**Where the registers sit**

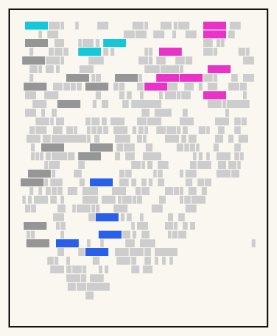
**The metal 2 layer**

Cells faint in the background.
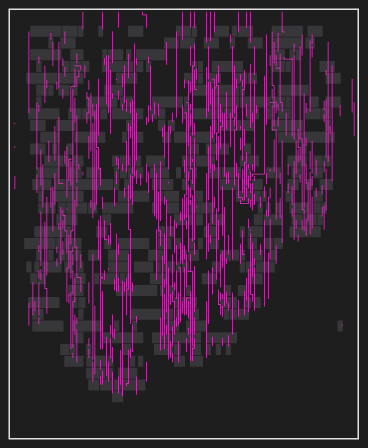
**src/rtl/cbrt_iter.sv**
```systemverilog
// Iterative 8-bit unsigned cube root: y = floor(cbrt(x)), 3 input bits per step.
// Each step uses a shift-add multiplier and a restoring compare, taking 15 cycles in total.
module cbrt_iter (
  input  logic       clk_i,
  input  logic       rst_i,
  input  logic       start_i,
  input  logic [7:0] x_bi,
  output logic       busy_o,
  output logic [7:0] y_bo,
  output logic [1:0] state_o
);

  // Handshake: start_i is accepted on a rising edge only while busy_o is low
  // (IDLE). busy_o then stays high for 15 cycles. y_bo is valid on the first
  // cycle busy_o is low again and holds until the next completion.
  localparam logic [1:0] IDLE    = 2'd0;
  localparam logic [1:0] Y_SHIFT = 2'd1;
  localparam logic [1:0] MUL     = 2'd2;
  localparam logic [1:0] CMP     = 2'd3;

  logic [1:0]  state;
  logic [7:0]  x_r;
  logic [2:0]  y_r;
  logic [2:0]  s;
  logic [2:0]  op_a;
  logic [2:0]  op_m;
  logic [5:0]  prod;
  logic [1:0]  cnt;
  logic [15:0] b;
  logic        take;
  logic [2:0]  y_next;

  // b = (3*y*(y+1) + 1) << s, where y*(y+1) comes from the shift-add multiplier.
  always_comb begin
    b      = (({10'd0, prod} << 1) + {10'd0, prod} + 16'd1) << s;
    take   = ({8'd0, x_r} >= b);
    y_next = y_r + {2'b00, take};
  end

  assign state_o = state;

  always_ff @(posedge clk_i) begin
    if (rst_i) begin
      state  <= IDLE;
      busy_o <= 1'b0;
      y_bo   <= 8'd0;
      x_r    <= 8'd0;
      y_r    <= 3'd0;
      s      <= 3'd0;
      op_a   <= 3'd0;
      op_m   <= 3'd0;
      prod   <= 6'd0;
      cnt    <= 2'd0;
    end else begin
      case (state)
        IDLE: begin
          if (start_i) begin
            x_r    <= x_bi;
            y_r    <= 3'd0;
            s      <= 3'd6;
            state  <= Y_SHIFT;
            busy_o <= 1'b1;
          end
        end
        Y_SHIFT: begin
          y_r   <= {y_r[1:0], 1'b0};
          op_a  <= {y_r[1:0], 1'b0};
          op_m  <= {y_r[1:0], 1'b1};
          prod  <= 6'd0;
          cnt   <= 2'd0;
          state <= MUL;
        end
        MUL: begin
          if (op_m[cnt]) prod <= prod + ({3'd0, op_a} << cnt);
          cnt <= cnt + 2'd1;
          if (cnt == 2'd2) state <= CMP;
        end
        CMP: begin
          if (take) x_r <= x_r - b[7:0];
          y_r <= y_next;
          if (s == 3'd0) begin
            y_bo   <= {5'd0, y_next};
            state  <= IDLE;
            busy_o <= 1'b0;
          end else begin
            s     <= s - 3'd3;
            state <= Y_SHIFT;
          end
        end
        default: begin
          state  <= IDLE;
          busy_o <= 1'b0;
        end
      endcase
    end
  end

endmodule

```
**config.mk**
```make
export PLATFORM = sky130hd
export DESIGN_NAME = cbrt_iter
export DESIGN_NICKNAME = d
export VERILOG_FILES = /design/src/rtl/cbrt_iter.sv
export SDC_FILE = /design/constraint.sdc
export NUM_CORES = 1
export LEC_CHECK = 0
export CAP_MARGIN = 20
export CORE_ASPECT_RATIO = 1.25
export CORE_MARGIN = 3
export CORE_UTILIZATION = 37
export CTS_BUF_LIST = sky130_fd_sc_hd__clkbuf_8
export CTS_CLUSTER_DIAMETER = 40
export CTS_CLUSTER_SIZE = 14
export DETAILED_ROUTE_END_ITERATION = 7
export PLACE_DENSITY = 0.54
export SLEW_MARGIN = 10
export SYNTH_ARGS = -nofsm -noshare
export SYNTH_HDL_FRONTEND = slang
export SYNTH_SLANG_ARGS = --single-unit
```
**constraint.sdc**
```tcl
create_clock -name clk_i -period 12.45 [get_ports clk_i]
set_clock_uncertainty 0.05 [all_clocks]
set_input_delay 3.735 -clock clk_i [delete_from_list [all_inputs] [get_ports clk_i]]
set_output_delay 3.735 -clock clk_i [all_outputs]
set_load 0.005 [all_outputs]
```
==> ds_physical_params.txt <==
Implementation parameters

Parameter                              Value

Clock network
  Number of buffers created by CTS    5
  TritonCTS clock tree    built
  Number of buffers on the longest clock path    2
  Total of cells resized after clock tree synthesis    0
  Clock transition at the register clock pins on the worst setup and hold paths after CTS    about 0.060 ns
  Number of post-CTS setup repair buffers    0

Die
  Vertical die size    ~99 um
  DIE AREA    between 7000 and 8000 sq um
  Die width    80.2 um
  Starting Density    38.5%
  Boundary pin count    22

Global routing
  Met2 track demand over resource in global routing    a little under 30%
  GR Util All Layers    about 16%
  Number of antenna violations at the first check in global routing    0
  Global-route wire length before repair    between 10000 and 15000 um
  Aggregate global routing overflow    0
  GR Util met3    under 10%

Synth
  Most used DFF post-synth    dfxtp_1
  Post-synthesis instance area    2540 sq um
  Mux cell area share    3.20%
  Count of cell types in the netlist    roughly 54
  Synthesized flop and latch total    30
  Flip-flops with a built-in enable    0
  Largest area contributor in the synthesized netlist    dfxtp_1
  Post-synth area from yosys stat    2540 sq um

Detailed routing
  Vias per std cell    around 5.3
  Routed wl met2    ~3000 um
  Total Routed Length    ~5700 um
  1st-pass router iterations    4
  Post-route DRC    0
  Top layer in use    met4

Final timing
  Total Negative Setup Slacks    0 ns
  Final worst-path cycle share    43.2%
  Number of setup violations in the final report    0
  Total count of max-transition violations in the final report    0

Power and ir drop
  Peak VDD IR    121 uV

Cells and area
  Top Layout Cells    45 x nor2_1, 30 x dfxtp_1, 28 x ha_1, 27 x a21oi_1, 24 x inv_1
  Layout Cell Area excl Fill    roughly 2900 sq um
  Number of diodes    0
  Share of post-route cells with drive strength above 1    5.04%
  Dominant logic cell type in the layout    nor2_1

Outcome
  Status    finished clean

Placed design
  Port Buffer Count    16

Worst setup path
  Crit path DAT    between 5 and 6 ns
  Critical path class    in -> reg
  Crit end category    register

Hold path
  Worst hold path type    reg -> reg

Flow run
  Number of warnings in the stage logs    34
Notes on 'where the registers sit' above:
color	netlist name	placed flops
cyan	`y_bo`	3
magenta	`x_r`	8
blue	`prod`	5
not colored	14

Notes on 'the metal 2 layer' above:
longest straight run	32.6 um
wire length on this layer	2990 um
main direction	vertical
nets with wire on the layer	309

==> cells in the mapped netlist, drive strengths merged, types with 8 or more instances <==
cell type / n
nand2: 18
dfxtp: 30
a21oi: 27
inv: 24
nand2b: 9
o21ai: 20
ha: 28
nor2: 45
a211oi: 8
clkbuf: 12
==> critical path, cell delays in order <==
cell	delay [ns]
clkdlybuf4s50_1	0.47
nand2_1	0.07
o21a_1	0.19
a311oi_4	0.53
o21ai_4	0.18
a221oi_1	0.33
==> per-stage QoR <==
stage / instances / hold slack [ns] / power, W
3_3_place_gp: 416 / 0.401 / 0.000419
5_1_grt: 424 / 0.463 / 0.000573
4_1_cts: 423 / 0.419 / 0.000521
2_1_floorplan: 331 / 0.381 / 0.000353
6_report: 424 / 0.414 / 0.000516
3_5_place_dp: 416 / 0.406 / 0.000420
==> state kept, by name (all words and copies together), names as in the netlist <==
signal / flops
state_o: 2
op_m: 3
prod: 5
y_bo: 3
x_r: 8
busy_o: 1
s: 3
y_r: 3
cnt: 2
==> cell type report <==
cell class	count	area, sq um
inverters	24	90.1
flip-flops and latches	30	601
multi-input cells	259	1780
clock inverters	1	30.0
clock buffers	6	82.6
fillers	710	3740
repair buffers	17	175
well taps	87	109
==> power by group <==
part / leakage, nW / switching (W) / internal, W
Clock: 0.0573 / 0.0000345 / 0.0000639
Combinational: 0.824 / 0.000160 / 0.000116
Sequential: 0.245 / 0.0000249 / 0.000117
Total: 1.13 / 0.000219 / 0.000297
==> final timing paths <==
check | from | endpoint | slack, ns | cells after the start
min | op_m[0] | op_m[0] | 0.41 | 2
max | start_i | x_r[7] | 7.07 | 6
min reg2reg | op_m[0] | op_m[0] | 0.41 | 2
max reg2reg | prod[1] | y_r[2] | 7.73 | 19
Power and IR drop assume default switching activity.
